### src/rtl/deser_32.sv
// 32-bit serial-to-parallel receiver with selectable bit order, a single-word
// output buffer, valid/ack handshake and a sticky overrun flag.
module deser_32 (
    input  logic        clk,
    input  logic        rst_n,
    input  logic        enb,
    input  logic        dir,
    input  logic        start,
    input  logic        s_in,
    input  logic        ack,
    output logic [31:0] Q,
    output logic        valid,
    output logic        busy,
    output logic        overrun,
    output logic [5:0]  bit_cnt
);

    typedef enum logic [0:0] {
        IDLE = 1'b0,
        RECV = 1'b1
    } state_t;

    state_t      state_q, state_d;
    logic [5:0]  bit_cnt_q, bit_cnt_d;
    logic [31:0] shreg_q, shreg_d;
    logic        dir_l_q, dir_l_d;
    logic [31:0] q_q, q_d;
    logic        valid_q, valid_d;
    logic        overrun_q, overrun_d;
    logic        busy_q, busy_d;
    logic        done_s;
    logic [31:0] word_s;

    // Frame sequencing: start, bit sampling, completion detection.
    always_comb begin
        state_d   = state_q;
        bit_cnt_d = bit_cnt_q;
        shreg_d   = shreg_q;
        dir_l_d   = dir_l_q;
        done_s    = 1'b0;
        // The latched order, not the live dir input, decides the shift.
        if (dir_l_q) begin
            word_s = {s_in, shreg_q[31:1]};
        end else begin
            word_s = {shreg_q[30:0], s_in};
        end

        if (start) begin
            // Restart wins over any sample, including a would-be final bit.
            state_d   = RECV;
            bit_cnt_d = 6'd0;
            shreg_d   = 32'd0;
            dir_l_d   = dir;
        end else begin
            case (state_q)
                IDLE: begin
                    state_d = IDLE;
                end
                RECV: begin
                    if (enb) begin
                        if (bit_cnt_q == 6'd31) begin
                            state_d   = IDLE;
                            bit_cnt_d = 6'd0;
                            shreg_d   = 32'd0;
                            done_s    = 1'b1;
                        end else begin
                            shreg_d   = word_s;
                            bit_cnt_d = bit_cnt_q + 6'd1;
                        end
                    end else begin
                        state_d = RECV;
                    end
                end
                default: begin
                    state_d   = IDLE;
                    bit_cnt_d = 6'd0;
                    shreg_d   = 32'd0;
                end
            endcase
        end
        busy_d = (state_d == RECV);
    end

    // Output buffer handshake: load, drop-with-overrun, or acknowledge.
    always_comb begin
        q_d       = q_q;
        valid_d   = valid_q;
        overrun_d = overrun_q;
        if (done_s) begin
            if (!valid_q || ack) begin
                q_d       = word_s;
                valid_d   = 1'b1;
                overrun_d = 1'b0;
            end else begin
                overrun_d = 1'b1;
            end
        end else if (valid_q && ack) begin
            valid_d   = 1'b0;
            overrun_d = 1'b0;
        end else begin
            valid_d   = valid_q;
            overrun_d = overrun_q;
        end
    end

    // State and output registers with asynchronous clear.
    always_ff @(posedge clk or negedge rst_n) begin
        if (!rst_n) begin
            state_q   <= IDLE;
            bit_cnt_q <= 6'd0;
            shreg_q   <= 32'd0;
            dir_l_q   <= 1'b0;
            q_q       <= 32'd0;
            valid_q   <= 1'b0;
            overrun_q <= 1'b0;
            busy_q    <= 1'b0;
        end else begin
            state_q   <= state_d;
            bit_cnt_q <= bit_cnt_d;
            shreg_q   <= shreg_d;
            dir_l_q   <= dir_l_d;
            q_q       <= q_d;
            valid_q   <= valid_d;
            overrun_q <= overrun_d;
            busy_q    <= busy_d;
        end
    end

    assign Q       = q_q;
    assign valid   = valid_q;
    assign busy    = busy_q;
    assign overrun = overrun_q;
    assign bit_cnt = bit_cnt_q;

endmodule

### config.mk
export PLATFORM = sky130hd
export DESIGN_NAME = deser_32
export DESIGN_NICKNAME = d
export VERILOG_FILES = /design/src/rtl/deser_32.sv
export SDC_FILE = /design/constraint.sdc
export NUM_CORES = 1
export LEC_CHECK = 0
export ABC_CLOCK_PERIOD_IN_PS = 4100
export CORE_AREA = 2 2 84 78
export CTS_BUF_LIST = sky130_fd_sc_hd__clkbuf_16
export DETAILED_ROUTE_END_ITERATION = 8
export DIE_AREA = 0 0 86 80
export GPL_TIMING_DRIVEN = 0
export PLACE_DENSITY_LB_ADDON = 0.08
export SYNTH_ARGS = -nofsm -noshare
export SYNTH_HDL_FRONTEND = slang
export SYNTH_SLANG_ARGS = --single-unit
### constraint.sdc
create_clock -name clk -period 4.1 [get_ports clk]
set_clock_uncertainty 0.1 [all_clocks]
set_input_delay 0.615 -clock clk [delete_from_list [all_inputs] [get_ports clk]]
set_output_delay 0.615 -clock clk [all_outputs]
set_load 0.02 [all_outputs]
run_1/placement_by_type.png
Scale: 3 px per µm.
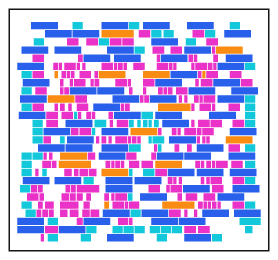
[orange] clock drivers and dummy loads | cells: 16 | share of their area: 8.5%
[magenta] combinational and other logic | cells: 200 | share of their area: 33%
[cyan] other buffers and delay cells | cells: 66 | share of their area: 14%
[blue] flops | cells: 74 | share of their area: 44%
final non-filler cell area: 4305 µm²
flop share of the area: 43.01%

run_1/placement.png
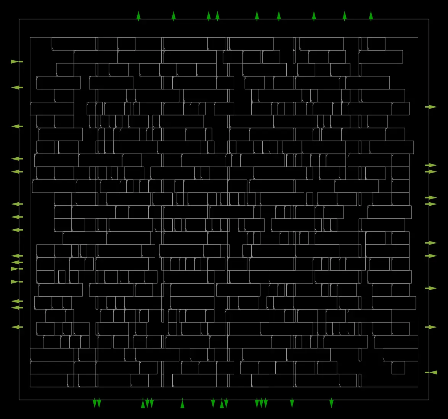
filler cell count in the final layout: 438
Taps Inserted: 72
flip-flop and latch count: 74

run_1/clk_routes.png
Scale: 3 px per µm.
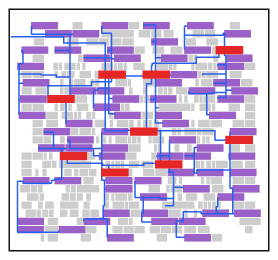
[blue] clock wires | length: 868 µm
[red] clock drivers | count: 9
[purple] flip-flops | count: 74
routed clock nets: 10
part of the total power dissipated in the clock network: 52.9%
insertion delay of the later-clocked pin in the worst-skew pair: 330 ps
Clock net power: 0.000932 W

==> flow_metrics.py, run 1 <==
# Physical implementation metrics
metrics = {
    "yosys": {
        "yosys.area_share.aoi_pct": 7.612,
        "post_synth_fa_ha_maj_area_fraction_pct": 0.3713,
        "ys_dominant_reg_cell": "sky130_fd_sc_hd__dfrtp_1",
        "ys_top_logic_family": "multiplexers",
        "synthSimpleGateAreaFrac_pct": 11.47,
        "synthMuxAreaShare_pct": 21.91,
        "netlist_instances": 292,
        "synth_flop_count": 74,
        "ys_area_um2": 3369,
        "count_of_library_flops_with_an_enable_pin": 0,
        "yosys_cells": 292,
        "synthesized_net_count": 300,
        "ys_async_sr_fraction_pct": 100.0,
        "mapped_avg_cell_area_um2": 11.54,
        "synth.yosys.seq_area_share_pct": 54.96,
        "netlist_top_cells_area": "sky130_fd_sc_hd__dfrtp_1, sky130_fd_sc_hd__mux2_2, sky130_fd_sc_hd__nand2_1",
        "synth.cellmix.xorXnorShare_pct": 0,
        "yosys.cell_types.count": 32,
        "yosys-top-cells-count": "sky130_fd_sc_hd__dfrtp_1, sky130_fd_sc_hd__nand2_1, sky130_fd_sc_hd__mux2_2, sky130_fd_sc_hd__o21ai_0, sky130_fd_sc_hd__clkbuf_1",
    },
    "final_layout": {
        "area_dominant_class": "registers",
        "antenna-diode-count": 0,
        "multiInputCombCellCount": 197,
        "layout_top_cell_excl_fill_tap": "sky130_fd_sc_hd__dfrtp_1",
        "clock_buffers": 9,
        "lay_top_cells": "sky130_fd_sc_hd__dfrtp_1, sky130_fd_sc_hd__nand2_1, sky130_fd_sc_hd__mux2_2, sky130_fd_sc_hd__clkdlybuf4s50_1, sky130_fd_sc_hd__o21ai_0",
        "comb-cell-share_pct": 32.37,
        "final_nets": 359,
        "num-nonclk-inverters": 3,
        "logic_area_um2": 1394,
        "ff_latch_area_um2": 1852,
        "final_cell_count_no_fill": 428,
        "final-nonclk-buf-share_pct": 13.95,
        "clock_cell_area_share_pct": 8.312,
    },
    "power_and_ir_drop": {
        "power.density_cell_area_nw_per_um2": 409.2,
        "report.power.total_w": 0.001762,
        "power_frac_seq_pct": 42.0,
        "vdd_ir_drop_max_mv": 0.2783,
        "netSwitchingFraction_pct": 19.46,
        "power.combinational.fraction_pct": 5.1,
        "switching_power_w": 0.0003427,
        "cellInternalPower_w": 0.001419,
        "largestPowerGroup": "clock",
        "pg_seq_w": 0.000739,
        "powerComb_w": 0.0000899,
    },
    "setup_path": {
        "timing.critical_path.fanout_max": 10,
        "crit_start": "enb",
        "timing.critical_path.to": "Q[29]$_DFFE_PN0P_",
        "cp_data_required_time_ps": 4210,
        "reg2reg_to": "Q[29]$_DFFE_PN0P_",
        "timing.critical_path.buf_inv": 2,
        "r2r_slack_ps": 1930,
        "critical_path.startpoint_type": "input port",
        "cp_slowest_stage_delay_ps": 550,
        "crit_chain": "clkdlybuf4s50_1 -> nand3b_1 -> nor4_4 -> buf_6 -> mux2_2",
        "cp_num_cells": 5,
        "worstSetupEndpointType": "flip-flop",
        "reg2reg_from": "bit_cnt[0]$_DFFE_PN0P_",
        "critical-path-slowest-cell": "sky130_fd_sc_hd__clkdlybuf4s50_1",
    },
    "global_routing": {
        "largest_net_degree_at_the_start_of_global_routing": 39,
        "grt_overflow": 0,
        "grt_antenna_before_repair": 0,
        "grt_pass1_vias": 2319,
        "met1_usage_pct": 29.04,
        "first_pass_grt_wire_length_um": 11100,
        "grt_usage_pct": 21.07,
    },
    "sta": {
        "post-route-period-util_pct": 55.75,
        "finalSetupViolCount": 0,
        "final_max_slew_viol_count": 0,
        "fin_crit_ps": 2286,
        "totalNegativeSetupSlack_ps": 0,
        "grt_setup_unrepaired": "no",
        "finalHoldViolCount": 0,
        "hold_slack_ps": 142.1,
        "maxClockFrequency_mhz": 437.5,
        "post-route-worst-setup-slack_ps": 1814,
        "timing_worst_slew_pin_value_ps": 506.2,
        "relSlewSlack_pct": 66.00,
    },
    "floorplan": {
        "fp.dieArea_um2": 6880,
        "floorplan.die.height_um": 80,
        "num_io_pins": 48,
    },
    "route": {
        "remaining_drc_errors": 0,
        "routed_wl_um": 6523,
        "met2WireLength_um": 3069,
        "antenna_left": 0,
        "detail_route.vias_per_cell": 5.456,
        "route.layer.met1.wl_um": 3166,
        "drt-initial-drc-count": 99,
        "detailroute.via_count": 2335,
        "avgRoutedWirePerCell_um": 15.24,
        "maxUsedRoutingLayer": "met4",
        "wl_met3_um": 231,
        "firstDrtPassIters": 4,
    },
    "cts": {
        "clk_path_buf_depth": 2,
        "cts_buffers": 9,
        "post_cts_buffers": 0,
        "h-tree-depth": 3,
        "ctsHoldBuffers": 0,
        "tritoncts_clock_tree": "yes",
        "clk_root_buffer_cell": "sky130_fd_sc_hd__clkbuf_16",
        "clock_sink_count": 74,
    },
    "placed_design": {
        "gp_congestion": 0.7522,
        "place.detailed.hpwl_um": 4460,
        "detailedPlace.worstSlack_ps": 1471,
        "numPlacedInstances": 412,
        "buffer_ports.inserted": 47,
        "dpl-instance-area_um2": 3948,
    },
    "run": {
        "tool_warnings": 26,
        "maximum_capacitance_violations": 0,
    },
    "status": {
        "status": "completed",
    },
}
run_1/io_fan.png
Scale: 6 px per µm.
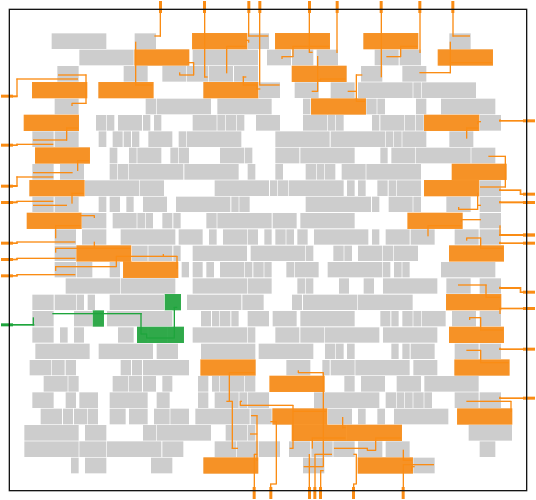

==> run 1 -> run 2 <==
Settings changed: ABC_CLOCK_PERIOD_IN_PS 4100 to 1800, CORE_AREA 2 2 84 78 to 2 2 91 84, DIE_AREA 0 0 86 80 to 0 0 93 86.
Clock period 4.1 ns to 1.8 ns, I/O delays scaled along.
run_2/io_fan.png
Scale: 4 px per µm.
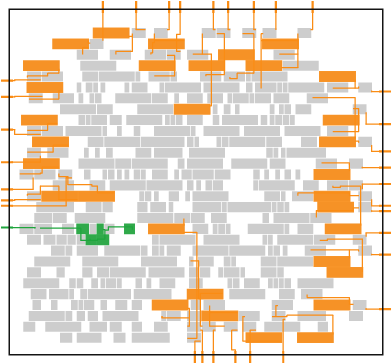
[green] enb | bits: 1 | direction: input | end cells: 5 | buffers: 1 | wire: 37.0 µm
[orange] Q | bits: 32 | direction: output | end cells: 32 | buffers: 32 | wire: 710 µm
ports placed on the boundary: 48
number of I/O port buffers: 47

run_2/flops_by_reg.png
Scale: 3 px per µm. Other sequential cells in the stronger gray, the rest of the logic in the fainter gray.
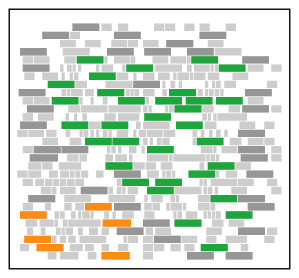
[orange] bit_cnt | placed flops: 6 | where: lower left
[green] shreg_q | placed flops: 32
not colored: 36
Core Util, Final: 66.15%
flop share of the area: 40.27%
combined flip-flop and latch cell area: 1856 µm²
Seq power: 0.00169 W

==> run 2 against run 1 <==
Against the previous run: the flow now finishes with violations (negative setup slack); design area up 7.0%; worst hold slack gained 110 ps; setup slack lost 1800 ps; highest routed layer unchanged; non-clock buffer count increased by 9; count of clock-buffer cells in the layout unchanged; largest power group unchanged.
==> flow_metrics.py, run 2 <==
# Physical implementation metrics
metrics = {
    "global_routing": {
        "grt_pass1_vias": 2330,
        "grt_usage_pct": 18.81,
        "grt_antenna_before_repair": 0,
        "largest_net_degree_at_the_start_of_global_routing": 41,
        "first_pass_grt_wire_length_um": 11700,
        "met1_usage_pct": 26.67,
        "grt_overflow": 0,
    },
    "yosys": {
        "netlist_instances": 292,
        "yosys_cells": 292,
        "synth.yosys.seq_area_share_pct": 54.96,
        "mapped_avg_cell_area_um2": 11.54,
        "netlist_top_cells_area": "sky130_fd_sc_hd__dfrtp_1, sky130_fd_sc_hd__mux2_2, sky130_fd_sc_hd__nand2_1",
        "yosys-top-cells-count": "sky130_fd_sc_hd__dfrtp_1, sky130_fd_sc_hd__nand2_1, sky130_fd_sc_hd__mux2_2, sky130_fd_sc_hd__o21ai_0, sky130_fd_sc_hd__clkbuf_1",
        "synthSimpleGateAreaFrac_pct": 11.47,
        "count_of_library_flops_with_an_enable_pin": 0,
        "ys_top_logic_family": "multiplexers",
        "yosys.area_share.aoi_pct": 7.612,
        "ys_dominant_reg_cell": "sky130_fd_sc_hd__dfrtp_1",
        "post_synth_fa_ha_maj_area_fraction_pct": 0.3713,
        "synth_flop_count": 74,
        "synthMuxAreaShare_pct": 21.91,
        "ys_async_sr_fraction_pct": 100.0,
        "synthesized_net_count": 300,
    },
    "route": {
        "avgRoutedWirePerCell_um": 15.31,
        "maxUsedRoutingLayer": "met4",
        "remaining_drc_errors": 0,
        "wl_met3_um": 293,
        "detail_route.vias_per_cell": 5.258,
        "drt-initial-drc-count": 125,
        "detailroute.via_count": 2408,
        "firstDrtPassIters": 4,
        "antenna_left": 0,
    },
    "setup_path": {
        "r2r_slack_ps": -20,
        "critical-path-slowest-cell": "sky130_fd_sc_hd__dfrtp_2",
        "timing.critical_path.to": "Q[12]$_DFFE_PN0P_",
        "crit_start": "valid$_DFFE_PN0P_",
        "critical_path.startpoint_type": "flip-flop",
        "crit_chain": "and2b_2 -> nor4_4 -> buf_6 -> clkbuf_16 -> mux2_4",
        "reg2reg_to": "Q[12]$_DFFE_PN0P_",
        "cp_num_cells": 5,
        "cp_slowest_stage_delay_ps": 420,
        "timing.critical_path.buf_inv": 2,
        "worstSetupEndpointType": "flip-flop",
        "cp_data_required_time_ps": 1910,
        "timing.critical_path.fanout_max": 6,
    },
    "status": {
        "status": "finished with violations",
        "violations": "negative setup slack",
    },
    "final_layout": {
        "logic_area_um2": 1534,
        "area_dominant_class": "registers",
        "num-nonclk-inverters": 3,
        "comb-cell-share_pct": 33.29,
        "clock_buffers": 9,
        "antenna-diode-count": 0,
        "lay_top_cells": "sky130_fd_sc_hd__dfrtp_1, sky130_fd_sc_hd__nand2_1, sky130_fd_sc_hd__clkdlybuf4s50_1, sky130_fd_sc_hd__mux2_2, sky130_fd_sc_hd__mux2_4",
        "seq_cell_count": 74,
        "layout_top_cell_excl_fill_tap": "sky130_fd_sc_hd__dfrtp_1",
        "filler_cell_count": 574,
        "multiInputCombCellCount": 197,
        "final_nets": 368,
    },
    "power_and_ir_drop": {
        "netSwitchingFraction_pct": 20.69,
        "switching_power_w": 0.0008090,
        "power_frac_seq_pct": 43.2,
        "report.power.total_w": 0.003911,
        "power.combinational.fraction_pct": 5.5,
        "part_of_the_total_power_dissipated_in_the_clock_network_pct": 51.4,
        "power.density_cell_area_nw_per_um2": 848.7,
        "powerComb_w": 0.000214,
        "vdd_ir_drop_max_mv": 0.5651,
        "cellInternalPower_w": 0.003102,
        "p_clk_w": 0.00201,
    },
    "placed_design": {
        "gp_congestion": 0.7710,
        "dpl-instance-area_um2": 4018,
        "detailedPlace.worstSlack_ps": -503.4,
    },
    "sta": {
        "timing_worst_slew_pin_value_ps": 454.7,
        "fin_crit_ps": 1820,
        "post-route-period-util_pct": 101.1,
        "finalHoldViolCount": 0,
        "final_max_slew_viol_count": 0,
        "post-route-worst-setup-slack_ps": -20.03,
        "maxClockFrequency_mhz": 549.4,
        "finalSetupViolCount": 20,
    },
    "cts": {
        "cts_buffers": 9,
        "ctsHoldBuffers": 1,
        "h-tree-depth": 3,
        "clk_root_buffer_cell": "sky130_fd_sc_hd__clkbuf_16",
        "tritoncts_clock_tree": "yes",
        "post_cts_buffers": 5,
        "clk_path_buf_depth": 2,
    },
    "floorplan": {
        "well_tap_count": 93,
        "fp.dieArea_um2": 7998,
    },
}
run_2/placement_by_type.png
Scale: 3 px per µm.
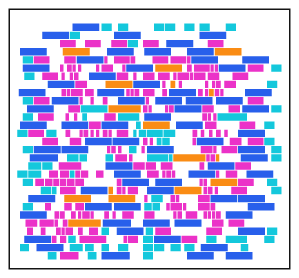
[cyan] other buffers and delay cells | cells: 75 | share of their area: 17%
[orange] clock drivers and dummy loads | cells: 16 | share of their area: 7.4%
[magenta] combinational and other logic | cells: 200 | share of their area: 34%
[blue] flops | cells: 74 | share of their area: 41%
standard cell core area: 6967 µm²
final non-filler cell area: 4608 µm²
floorplan row count: 29

run_2/clk_routes.png
Scale: 3 px per µm.
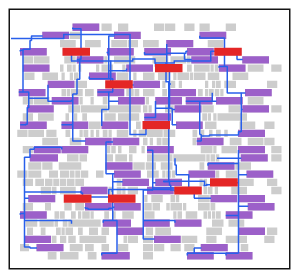

==> run 2 -> run 3 <==
--- a/constraint.sdc
+++ b/constraint.sdc
@@ -4,2 +4,2 @@
 set_output_delay 0.27 -clock clk [all_outputs]
-set_load 0.02 [all_outputs]
+set_load 0.05 [all_outputs]
run_3/clk_routes.png
Scale: 3 px per µm.
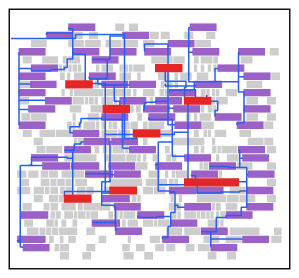
[blue] clock wires | length: 946 µm
[purple] flip-flops | count: 74
[red] clock drivers | count: 9
flops lie: widely spread
Clock net power: 0.00201 W
part of the total power dissipated in the clock network: 51.1%

run_3/placement.png
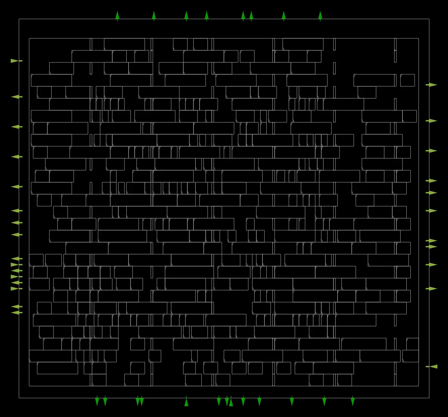
Core Util, Final: 65.64%
filler cell count in the final layout: 552

==> run 3 against run 2 <==
Against the previous run: the flow still finishes with violations (negative setup slack); cell count grew 0.66%; first-iteration DRC count shrank 18%; critical path depth grew 2; global-route usage grew 0.46 points; worst hold slack lost 12 ps; core utilization shrank 0.50 points; die size is the same; count of clock-buffer cells in the layout is the same; setup slack lost 32 ps; critical endpoint is now Q[28]$_DFFE_PN0P_.
==> flow_metrics.py, run 3 <==
# Physical implementation metrics
metrics = {
    "status": {
        "status": "finished with violations",
        "violations": "negative setup slack",
    },
    "final_layout": {
        "layout_top_cell_excl_fill_tap": "sky130_fd_sc_hd__dfrtp_1",
        "nonClockBufferCount": 78,
        "area_dominant_class": "registers",
        "final-nonclk-buf-share_pct": 16.42,
        "ff_latch_area_um2": 1861,
        "comb-cell-share_pct": 32.80,
        "clock_buffers": 9,
        "fraction_of_final_layout_cells_with_drive_strength_greater_than_1_pct": 33.15,
        "logic_area_um2": 1500,
        "antenna-diode-count": 0,
        "final_cell_count_no_fill": 461,
        "seq_cell_count": 74,
        "multiInputCombCellCount": 197,
        "lay_top_cells": "sky130_fd_sc_hd__dfrtp_1, sky130_fd_sc_hd__nand2_1, sky130_fd_sc_hd__dlygate4sd2_1, sky130_fd_sc_hd__mux2_2, sky130_fd_sc_hd__o21ai_0",
        "final_nets": 371,
        "num-nonclk-inverters": 3,
    },
    "sta": {
        "maxClockFrequency_mhz": 540.0,
        "post-route-period-util_pct": 102.9,
        "fin_crit_ps": 1852,
        "post-route-worst-setup-slack_ps": -51.98,
        "final_max_slew_viol_count": 0,
        "timing_worst_slew_pin_value_ps": 497.1,
        "finalHoldViolCount": 0,
        "totalNegativeSetupSlack_ps": -677.6,
        "finalSetupViolCount": 19,
        "hold_slack_ps": 237.7,
        "relSlewSlack_pct": 66.99,
    },
    "cts": {
        "worst_skew_pair.late_latency_ps": 330,
        "cts_buffers": 9,
        "ctsHoldBuffers": 1,
        "h-tree-depth": 3,
        "cts.reportedPaths.clkPinSlew_ps": 60,
        "clk_root_buffer_cell": "sky130_fd_sc_hd__clkbuf_16",
        "postCtsResizedCells": 54,
        "tritoncts_clock_tree": "yes",
        "clk_path_buf_depth": 2,
        "post_cts_buffers": 8,
    },
    "power_and_ir_drop": {
        "powerComb_w": 0.000232,
        "cellLeakagePower_nw": 2.232,
        "pg_seq_w": 0.00168,
        "switching_power_w": 0.0008203,
        "power_frac_seq_pct": 43.0,
        "vdd_ir_drop_max_mv": 0.5360,
        "report.power.total_w": 0.003922,
        "power.combinational.fraction_pct": 5.9,
        "power.density_cell_area_nw_per_um2": 857.7,
        "cellInternalPower_w": 0.003102,
        "netSwitchingFraction_pct": 20.92,
    },
    "yosys": {
        "synth.yosys.seq_area_share_pct": 54.96,
        "yosys_cells": 292,
        "netlist_instances": 292,
        "mapped_avg_cell_area_um2": 11.54,
        "synthSimpleGateAreaFrac_pct": 11.47,
        "ys_top_logic_family": "multiplexers",
        "ys_dominant_reg_cell": "sky130_fd_sc_hd__dfrtp_1",
        "ys_area_um2": 3369,
        "count_of_library_flops_with_an_enable_pin": 0,
        "yosys.area.top_type_share_pct": 54.96,
        "synth-warning-count": 0,
        "ys_async_sr_fraction_pct": 100.0,
        "netlist_top_cells_area": "sky130_fd_sc_hd__dfrtp_1, sky130_fd_sc_hd__mux2_2, sky130_fd_sc_hd__nand2_1",
        "yosys-top-cells-count": "sky130_fd_sc_hd__dfrtp_1, sky130_fd_sc_hd__nand2_1, sky130_fd_sc_hd__mux2_2, sky130_fd_sc_hd__o21ai_0, sky130_fd_sc_hd__clkbuf_1",
        "synthesized_net_count": 300,
        "yosysMostFrequentCell": "sky130_fd_sc_hd__dfrtp_1",
        "synthMuxAreaShare_pct": 21.91,
        "synth_flop_count": 74,
        "yosys.area_share.aoi_pct": 7.612,
        "post_synth_fa_ha_maj_area_fraction_pct": 0.3713,
    },
    "setup_path": {
        "cp_data_required_time_ps": 1920,
        "worstSetupEndpointType": "flip-flop",
        "cp.arrival_ps": 1970,
        "crit_chain": "clkdlybuf4s50_1 -> and2b_2 -> nor4_4 -> buf_6 -> buf_12 -> buf_12 -> mux2_4",
        "r2r_slack_ps": -40,
        "critical-path-slowest-cell": "sky130_fd_sc_hd__clkdlybuf4s50_1",
        "critical_path_class": "in2reg",
        "reg2reg_from": "valid$_DFFE_PN0P_",
        "reg2reg_to": "Q[28]$_DFFE_PN0P_",
        "cp_slowest_stage_delay_ps": 470,
        "timing.critical_path.fanout_max": 5,
        "critical_path.startpoint_type": "input port",
        "timing.critical_path.buf_inv": 4,
        "timing.critical_path.to": "Q[28]$_DFFE_PN0P_",
        "library_cell_appearing_most_often_on_the_critical_path": "sky130_fd_sc_hd__buf_12",
        "cp_num_cells": 7,
        "crit_start": "ack",
    },
    "run": {
        "maximum_capacitance_violations": 0,
        "tool_warnings": 29,
    },
    "global_routing": {
        "globalRoute.busiestLayer": "met2",
        "largest_net_degree_at_the_start_of_global_routing": 61,
        "met1_usage_pct": 27.56,
        "first_pass_grt_wire_length_um": 12190,
        "grt_usage_pct": 19.27,
        "grtUsageMet3_pct": 4.042,
        "grt_overflow": 0,
        "use_met2_pct": 29.71,
        "grt_antenna_before_repair": 0,
        "grt_pass1_vias": 2471,
    },
    "route": {
        "routed_wl_um": 7248,
        "maxUsedRoutingLayer": "met4",
        "firstDrtPassIters": 4,
        "detailroute.via_count": 2467,
        "remaining_drc_errors": 0,
        "drt-initial-drc-count": 103,
        "avgRoutedWirePerCell_um": 15.72,
        "route.layer.met1.wl_um": 3447,
        "antenna_left": 0,
        "met2WireLength_um": 3435,
        "wl_met3_um": 267,
        "detail_route.vias_per_cell": 5.351,
    },
    "floorplan": {
        "well_tap_count": 93,
        "fp.coreArea_um2": 6967,
        "fp.dieArea_um2": 7998,
        "die.size.x_um": 93,
        "num_io_pins": 48,
        "placement_rows": 29,
        "fp_util_pct": 48.37,
    },
    "placed_design": {
        "numPlacedInstances": 433,
        "dpl-instance-area_um2": 4033,
        "detailedPlace.worstSlack_ps": -492.3,
        "place.detailed.hpwl_um": 4586,
        "buffer_ports.inserted": 47,
        "gp_congestion": 0.7855,
    },
}
run_3/placement_by_type.png
Scale: 3 px per µm.
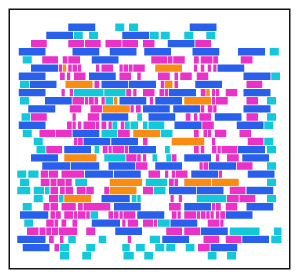
[magenta] combinational and other logic | cells: 200 | share of their area: 34%
[blue] flops | cells: 74 | share of their area: 42%
[cyan] other buffers and delay cells | cells: 78 | share of their area: 17%
[orange] clock drivers and dummy loads | cells: 16 | share of their area: 7.5%
flop share of the area: 40.68%
final non-filler cell area: 4573 µm²

Power is estimated from default activity; no workload was simulated.
